==> images/metal_stack.png <==
Two of the layers only.
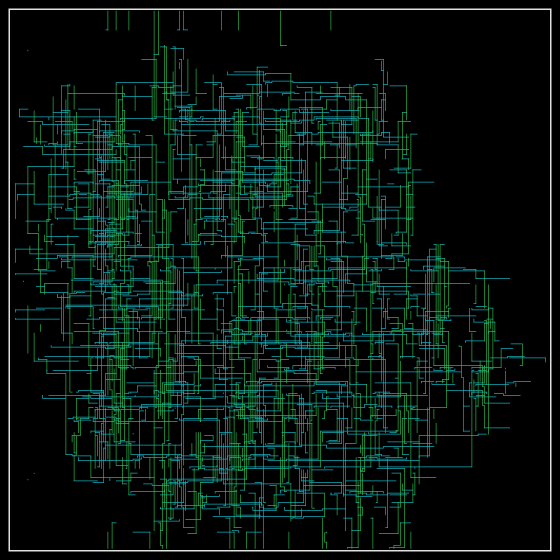
==> images/registers.png <==
Scale bar: 20 um.
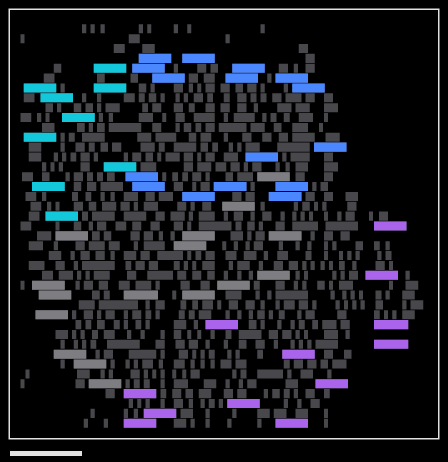
==> images/pins.png <==
Pins as bars across the die edge, other pins in grey.
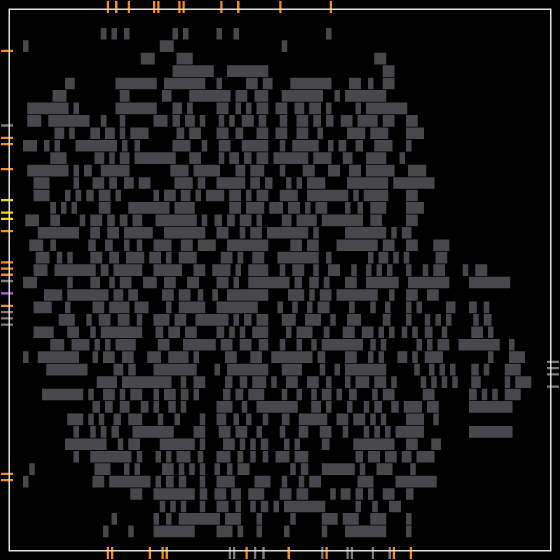
### config.mk
export PLATFORM = sky130hd
export DESIGN_NAME = simon_tone_sequencer_flat
export DESIGN_NICKNAME = d
export VERILOG_FILES = /design/src/rtl/simon_tone_if.sv /design/src/rtl/simon_tone_sequencer.sv /design/src/flat_wrapper.sv
export SDC_FILE = /design/constraint.sdc
export NUM_CORES = 1
export LEC_CHECK = 0
export ABC_AREA = 1
export ABC_CLOCK_PERIOD_IN_PS = 1700
export CELL_PAD_IN_SITES_DETAIL_PLACEMENT = 1
export CELL_PAD_IN_SITES_GLOBAL_PLACEMENT = 2
export CORE_MARGIN = 2
export CORE_UTILIZATION = 27
export CTS_BUF_LIST = sky130_fd_sc_hd__clkbuf_16
export DETAILED_ROUTE_END_ITERATION = 7
export PLACE_DENSITY = 0.85
export SLEW_MARGIN = 20
export SYNTH_ARGS = -nofsm -noshare
export SYNTH_HDL_FRONTEND = slang
export SYNTH_SLANG_ARGS = --single-unit
### constraint.sdc
create_clock -name FPGA_CLK1_50 -period 1.7 [get_ports FPGA_CLK1_50]
set_input_delay 0.51 -clock FPGA_CLK1_50 [delete_from_list [all_inputs] [get_ports FPGA_CLK1_50]]
set_output_delay 0.51 -clock FPGA_CLK1_50 [all_outputs]
set_load 0.01 [all_outputs]
### src/rtl/simon_tone_if.sv
// Request/status bundle between the Simon game FSM (master) and the tone sequencer (slave).
`timescale 1ns/1ps
interface simon_tone_if;
   logic        play_valid;
   logic        play_ready;
   logic [2:0]  tone_id;
   logic [11:0] dur_ms;
   logic        stop;
   logic [31:0] desiredFrequency;
   logic        busy;
   logic        done;

   modport master (
      output play_valid, tone_id, dur_ms, stop,
      input  play_ready, desiredFrequency, busy, done
   );

   modport slave (
      input  play_valid, tone_id, dur_ms, stop,
      output play_ready, desiredFrequency, busy, done
   );
endinterface

### src/rtl/simon_tone_sequencer.sv
// Plays one timed tone followed by a silent gap, then pulses done; feeds desiredFrequency to the tone generator.
// Optional macro SIMON_ERR_WARBLE_EN: error tone (id 4) alternates FREQ_ERR / 2*FREQ_ERR every 50 ms.
//
// state | meaning
// IDLE  | waiting for a request, play_ready high unless stop
// TONE  | driving the mapped frequency for dur_ms milliseconds
// GAP   | silent inter-tone gap of GAP_MS milliseconds
`timescale 1ns/1ps
module simon_tone_sequencer #(
   parameter int CLK_HZ   = 50000000,
   parameter int GAP_MS   = 50,
   parameter int FREQ_C0  = 209,
   parameter int FREQ_C1  = 252,
   parameter int FREQ_C2  = 310,
   parameter int FREQ_C3  = 415,
   parameter int FREQ_ERR = 42
) (
   input  logic         FPGA_CLK1_50,
   input  logic         reset,
   simon_tone_if.slave  bus
);
   localparam int MS_CYC = CLK_HZ / 1000;
   localparam int PW     = (MS_CYC > 1) ? $clog2(MS_CYC) : 1;
   localparam logic [PW-1:0] PRE_LAST = PW'(MS_CYC - 1);
   localparam logic [11:0]   GAP_LAST = 12'(GAP_MS - 1);

   typedef enum logic [1:0] {IDLE, TONE, GAP} state_t;

   state_t         state_q;
   logic [PW-1:0]  pre_q;
   logic [11:0]    ms_q;
   logic [11:0]    dur_q;
   logic [31:0]    freq_q;
   logic           busy_q;
   logic           done_q;
   logic           ms_tick;
   logic           accept;

`ifdef SIMON_ERR_WARBLE_EN
   logic [2:0]     id_q;
   logic [5:0]     wms_q;
   logic           whi_q;
`endif

   function automatic logic [31:0] tone_freq(input logic [2:0] id);
      case (id)
         3'd0:    return 32'(FREQ_C0);
         3'd1:    return 32'(FREQ_C1);
         3'd2:    return 32'(FREQ_C2);
         3'd3:    return 32'(FREQ_C3);
         3'd4:    return 32'(FREQ_ERR);
         default: return 32'd0;
      endcase
   endfunction

   assign ms_tick              = (pre_q == PRE_LAST);
   assign bus.play_ready       = (state_q == IDLE) && !bus.stop;
   assign accept               = bus.play_valid && bus.play_ready;
   assign bus.desiredFrequency = freq_q;
   assign bus.busy             = busy_q;
   assign bus.done             = done_q;

   always_ff @(posedge FPGA_CLK1_50 or posedge reset) begin
      if (reset) begin
         state_q <= IDLE;
         pre_q   <= '0;
         ms_q    <= '0;
         dur_q   <= '0;
         freq_q  <= '0;
         busy_q  <= 1'b0;
         done_q  <= 1'b0;
`ifdef SIMON_ERR_WARBLE_EN
         id_q    <= '0;
         wms_q   <= '0;
         whi_q   <= 1'b0;
`endif
      end else begin
         done_q <= 1'b0;
         // prescaler parks at zero in IDLE so the first ms after accept is full length
         pre_q  <= (state_q == IDLE || ms_tick) ? '0 : pre_q + PW'(1);
         case (state_q)
            IDLE: begin
               if (accept) begin
                  dur_q <= bus.dur_ms;
                  ms_q  <= '0;
`ifdef SIMON_ERR_WARBLE_EN
                  id_q  <= bus.tone_id;
                  wms_q <= '0;
                  whi_q <= 1'b0;
`endif
                  if (bus.dur_ms == 12'd0) begin
                     done_q <= 1'b1;
                  end else begin
                     state_q <= TONE;
                     freq_q  <= tone_freq(bus.tone_id);
                     busy_q  <= 1'b1;
                  end
               end
            end
            TONE: begin
               if (bus.stop) begin
                  state_q <= IDLE;
                  freq_q  <= '0;
                  busy_q  <= 1'b0;
                  ms_q    <= '0;
               end else if (ms_tick) begin
                  if (ms_q == dur_q - 12'd1) begin
                     ms_q   <= '0;
                     freq_q <= '0;
                     if (GAP_MS == 0) begin
                        state_q <= IDLE;
                        busy_q  <= 1'b0;
                        done_q  <= 1'b1;
                     end else begin
                        state_q <= GAP;
                     end
                  end else begin
                     ms_q <= ms_q + 12'd1;
`ifdef SIMON_ERR_WARBLE_EN
                     if (id_q == 3'd4) begin
                        if (wms_q == 6'd49) begin
                           wms_q  <= '0;
                           whi_q  <= !whi_q;
                           freq_q <= whi_q ? 32'(FREQ_ERR) : 32'(2 * FREQ_ERR);
                        end else begin
                           wms_q <= wms_q + 6'd1;
                        end
                     end
`endif
                  end
               end
            end
            GAP: begin
               if (bus.stop) begin
                  state_q <= IDLE;
                  busy_q  <= 1'b0;
                  ms_q    <= '0;
               end else if (ms_tick) begin
                  if (ms_q == GAP_LAST) begin
                     state_q <= IDLE;
                     busy_q  <= 1'b0;
                     done_q  <= 1'b1;
                     ms_q    <= '0;
                  end else begin
                     ms_q <= ms_q + 12'd1;
                  end
               end
            end
            default: begin
               state_q <= IDLE;
               freq_q  <= '0;
               busy_q  <= 1'b0;
            end
         endcase
      end
   end
endmodule

### src/flat_wrapper.sv
// flat-port wrapper written by rule: the top's interface ports become plain ports
module simon_tone_sequencer_flat 
#(
   parameter int CLK_HZ   = 50000000,
   parameter int GAP_MS   = 50,
   parameter int FREQ_C0  = 209,
   parameter int FREQ_C1  = 252,
   parameter int FREQ_C2  = 310,
   parameter int FREQ_C3  = 415,
   parameter int FREQ_ERR = 42
)
  (FPGA_CLK1_50, reset, bus_play_valid, bus_tone_id, bus_dur_ms, bus_stop, bus_play_ready, bus_desiredFrequency, bus_busy, bus_done);
  simon_tone_if bus_i ();
  input  logic FPGA_CLK1_50;
  input  logic reset;
  input wire logic [$bits(bus_i.play_valid)-1:0] bus_play_valid;
  input wire logic [$bits(bus_i.tone_id)-1:0] bus_tone_id;
  input wire logic [$bits(bus_i.dur_ms)-1:0] bus_dur_ms;
  input wire logic [$bits(bus_i.stop)-1:0] bus_stop;
  output wire logic [$bits(bus_i.play_ready)-1:0] bus_play_ready;
  output wire logic [$bits(bus_i.desiredFrequency)-1:0] bus_desiredFrequency;
  output wire logic [$bits(bus_i.busy)-1:0] bus_busy;
  output wire logic [$bits(bus_i.done)-1:0] bus_done;
  assign bus_i.play_valid = bus_play_valid;
  assign bus_i.tone_id = bus_tone_id;
  assign bus_i.dur_ms = bus_dur_ms;
  assign bus_i.stop = bus_stop;
  assign bus_play_ready = bus_i.play_ready;
  assign bus_desiredFrequency = bus_i.desiredFrequency;
  assign bus_busy = bus_i.busy;
  assign bus_done = bus_i.done;
  simon_tone_sequencer #(.CLK_HZ(CLK_HZ), .GAP_MS(GAP_MS), .FREQ_C0(FREQ_C0), .FREQ_C1(FREQ_C1), .FREQ_C2(FREQ_C2), .FREQ_C3(FREQ_C3), .FREQ_ERR(FREQ_ERR)) u_core (.FPGA_CLK1_50(FPGA_CLK1_50), .reset(reset), .bus(bus_i));
endmodule
==> run_summary.xml <==
<?xml version="1.0" encoding="UTF-8"?>
<metrics>
  <group name="synthesis">
    <metric name="share_of_yosys_cell_area_claimed_by_the_top_area_cell_type" unit="%">37.7</metric>
    <metric name="ys_async_sr_fraction" unit="%">100</metric>
    <metric name="enable_flop_cells" unit="">0</metric>
    <metric name="area_leaders" unit="">dfrtp_1, nand2_1, inv_1</metric>
    <metric name="avgSynthCellArea" unit="um^2">7.07</metric>
    <metric name="synth_cell_types" unit="">35</metric>
    <metric name="yosys_warnings" unit="">0</metric>
    <metric name="common_cells" unit="">nand2_1, inv_1, dfrtp_1, nor2_1, nand3_1</metric>
  </group>
  <group name="setup_path">
    <metric name="startpoint_type" unit="">register</metric>
    <metric name="worstSetupEndpointType" unit="">register</metric>
    <metric name="cp_max_fo" unit="">7</metric>
    <metric name="cp.required" unit="ns">1.90</metric>
    <metric name="crit_top_cell" unit="">nand3_4</metric>
  </group>
  <group name="clock_network">
    <metric name="cts-buffers-inserted" unit="">5</metric>
    <metric name="worstSkewPairLatency" unit="ns">0.31</metric>
    <metric name="htree_num_levels" unit="">2</metric>
    <metric name="postCtsSetupRepairBufs" unit="">16</metric>
    <metric name="resized_cells_post_cts" unit="">79</metric>
    <metric name="clock_tree.root_cell" unit="">clkbuf_16</metric>
    <metric name="cts-hold-fix-buffers" unit="">0</metric>
    <metric name="worst_setup_hold_path_clk_slew" unit="ns">0.08</metric>
  </group>
  <group name="route">
    <metric name="post_drt_wl_per_cell" unit="um">14.1</metric>
    <metric name="vias_per_inst" unit="">4.56</metric>
  </group>
  <group name="pwr">
    <metric name="power.combinational.fraction" unit="%">56.1</metric>
    <metric name="power_switching_share" unit="%">42.7</metric>
    <metric name="clkPwrFrac" unit="%">17.5</metric>
    <metric name="p_int" unit="mW">3.92</metric>
    <metric name="power.ir.vdd_worst" unit="V">0.000599</metric>
    <metric name="static-leakage-power" unit="nW">2.78</metric>
  </group>
  <group name="floorplanning">
    <metric name="core_area" unit="um^2">12700</metric>
    <metric name="chipWidth" unit="um">118</metric>
    <metric name="rows" unit="">41</metric>
    <metric name="floorplan.core_util" unit="%">27.7</metric>
    <metric name="io_pins" unit="">54</metric>
    <metric name="die_height" unit="um">118</metric>
    <metric name="fp.dieArea" unit="um^2">13900</metric>
  </group>
  <group name="placed_design">
    <metric name="routability_cong" unit="">0.812</metric>
    <metric name="detailed_place.area" unit="um^2">4720</metric>
    <metric name="dpl.cell_count" unit="">787</metric>
    <metric name="buffer_ports.inserted" unit="">30</metric>
  </group>
  <group name="cells_and_area">
    <metric name="final_layout_top_logic_cells" unit="">nand2_1, buf_4, inv_1, dfrtp_1, nor2_1</metric>
    <metric name="top_regs" unit="">u_core.pre_q (16), u_core.dur_q (12), u_core.ms_q (12)</metric>
    <metric name="ff_latch_area" unit="um^2">1330</metric>
    <metric name="final_layout_size_suffix_gt1_share" unit="%">35.4</metric>
    <metric name="diodes" unit="">0</metric>
    <metric name="final.fill_count" unit="">1566</metric>
    <metric name="layout_top_cell_excl_fill_tap" unit="">nand2_1</metric>
    <metric name="final_design_area_no_fill" unit="um^2">5480</metric>
  </group>
  <group name="global_route">
    <metric name="wire_length_of_the_first_global_routing_pass" unit="um">19300</metric>
    <metric name="antenna_found_initial" unit="">0</metric>
    <metric name="largest_net_degree_at_the_start_of_global_routing" unit="">27</metric>
    <metric name="grt_overflow" unit="">0</metric>
  </group>
  <group name="final_timing">
    <metric name="final_min_period_over_clock_period" unit="%">119</metric>
    <metric name="post-route-worst-setup-slack" unit="ns">-0.325</metric>
    <metric name="timing.final.max_slew_violations" unit="">0</metric>
    <metric name="fin_skew" unit="ns">0.00692</metric>
    <metric name="grt_setup_unrepaired" unit="">yes</metric>
    <metric name="setup_violations" unit="">29</metric>
    <metric name="fmax" unit="GHz">0.494</metric>
  </group>
  <group name="status">
    <metric name="violations_in_the_final_reports" unit="">setup timing</metric>
    <metric name="status" unit="">complete, but fails checks</metric>
  </group>
  <group name="flow_run">
    <metric name="tool_warnings" unit="">33</metric>
  </group>
</metrics>
Back to the opening pictures, metal_stack.png:
| layer | colour | wire length |
|---|---|---|
| met1 | cyan | 4940 um |
| met2 | green | 6190 um |

Back to the opening pictures, registers.png:
| netlist name | colour | sequential cells |
|---|---|---|
| u_core.dur_q | purple | 12 |
| u_core.pre_q | blue | 16 |
| u_core.bus.desiredFrequency | cyan | 9 |

Back to the opening pictures, pins.png:
| port | colour | pins | direction | edge |
|---|---|---|---|---|
| bus_tone_id | yellow | 3 | input | west |
| bus_busy | purple | 1 | output | west |
| bus_desiredFrequency | orange | 32 | output | 11 north, 11 west, 10 south |
all pins by edge: 20 west, 19 south, 11 north, 4 east

## path summary, 6_finish.rpt
| kind | start | to | slack [ns] | cells past startpoint |
|---|---|---|---|---|
| max | u_core.dur_q[0] | u_core.bus.desiredFrequency[2] | -0.32 | 15 |
| min | u_core.bus.desiredFrequency[3] | u_core.bus.desiredFrequency[3] | 0.48 | 2 |
| max reg2reg | u_core.dur_q[0] | u_core.bus.desiredFrequency[2] | -0.32 | 15 |
| min reg2reg | u_core.bus.desiredFrequency[3] | u_core.bus.desiredFrequency[3] | 0.48 | 2 |
| max in group asynchronous | reset | u_core.ms_q[8] | 0.77 | 3 |
| min in group asynchronous | reset | u_core.dur_q[0] | 0.52 | 2 |
## kinds of logic after synthesis
family | Yosys count | synth area share, %
AOI/OAI and AO/OA | 37 | 5.66
DFF | 53 | 37.7
adders and majority gates | 8 | 2.85
xor gates and xnor gates | 9 | 2.24
buffers and inverters | 99 | 13.6
and+or+nand+nor | 290 | 37.8
other | 1 | 0.107
## area by class of cell
cell class                      count  area share (%)
Clock buffer                        5            2.28
Clock inverter                      3           0.776
Inverter                           64            4.49
Multi-Input combinational cell    368            40.8
Sequential cell                    53            24.3
Tap cell                          172            3.92
Timing Repair Buffer              154            23.5
## power by group through the flow
stage	clock network [mW]	registers, mW	logic, mW
after CTS	1.24	1.80	3.70
after floorplan	0	1.82	1.93
after global placement	0	1.79	3.16
after detailed placement	0	1.80	3.32
final	1.20	1.81	3.85
after global routing	1.28	1.84	4.27
## per-layer routing
| metal | part of all wire, % | global-route usage [%] |
|---|---|---|
| met1 | 43 | 20.7 |
| met3 | 2.8 | 2.42 |
| met2 | 53 | 30.4 |
| met4 | 1.0 | 4.74 |
| met5 | 0 | 0 |
Power and IR drop assume default switching activity.
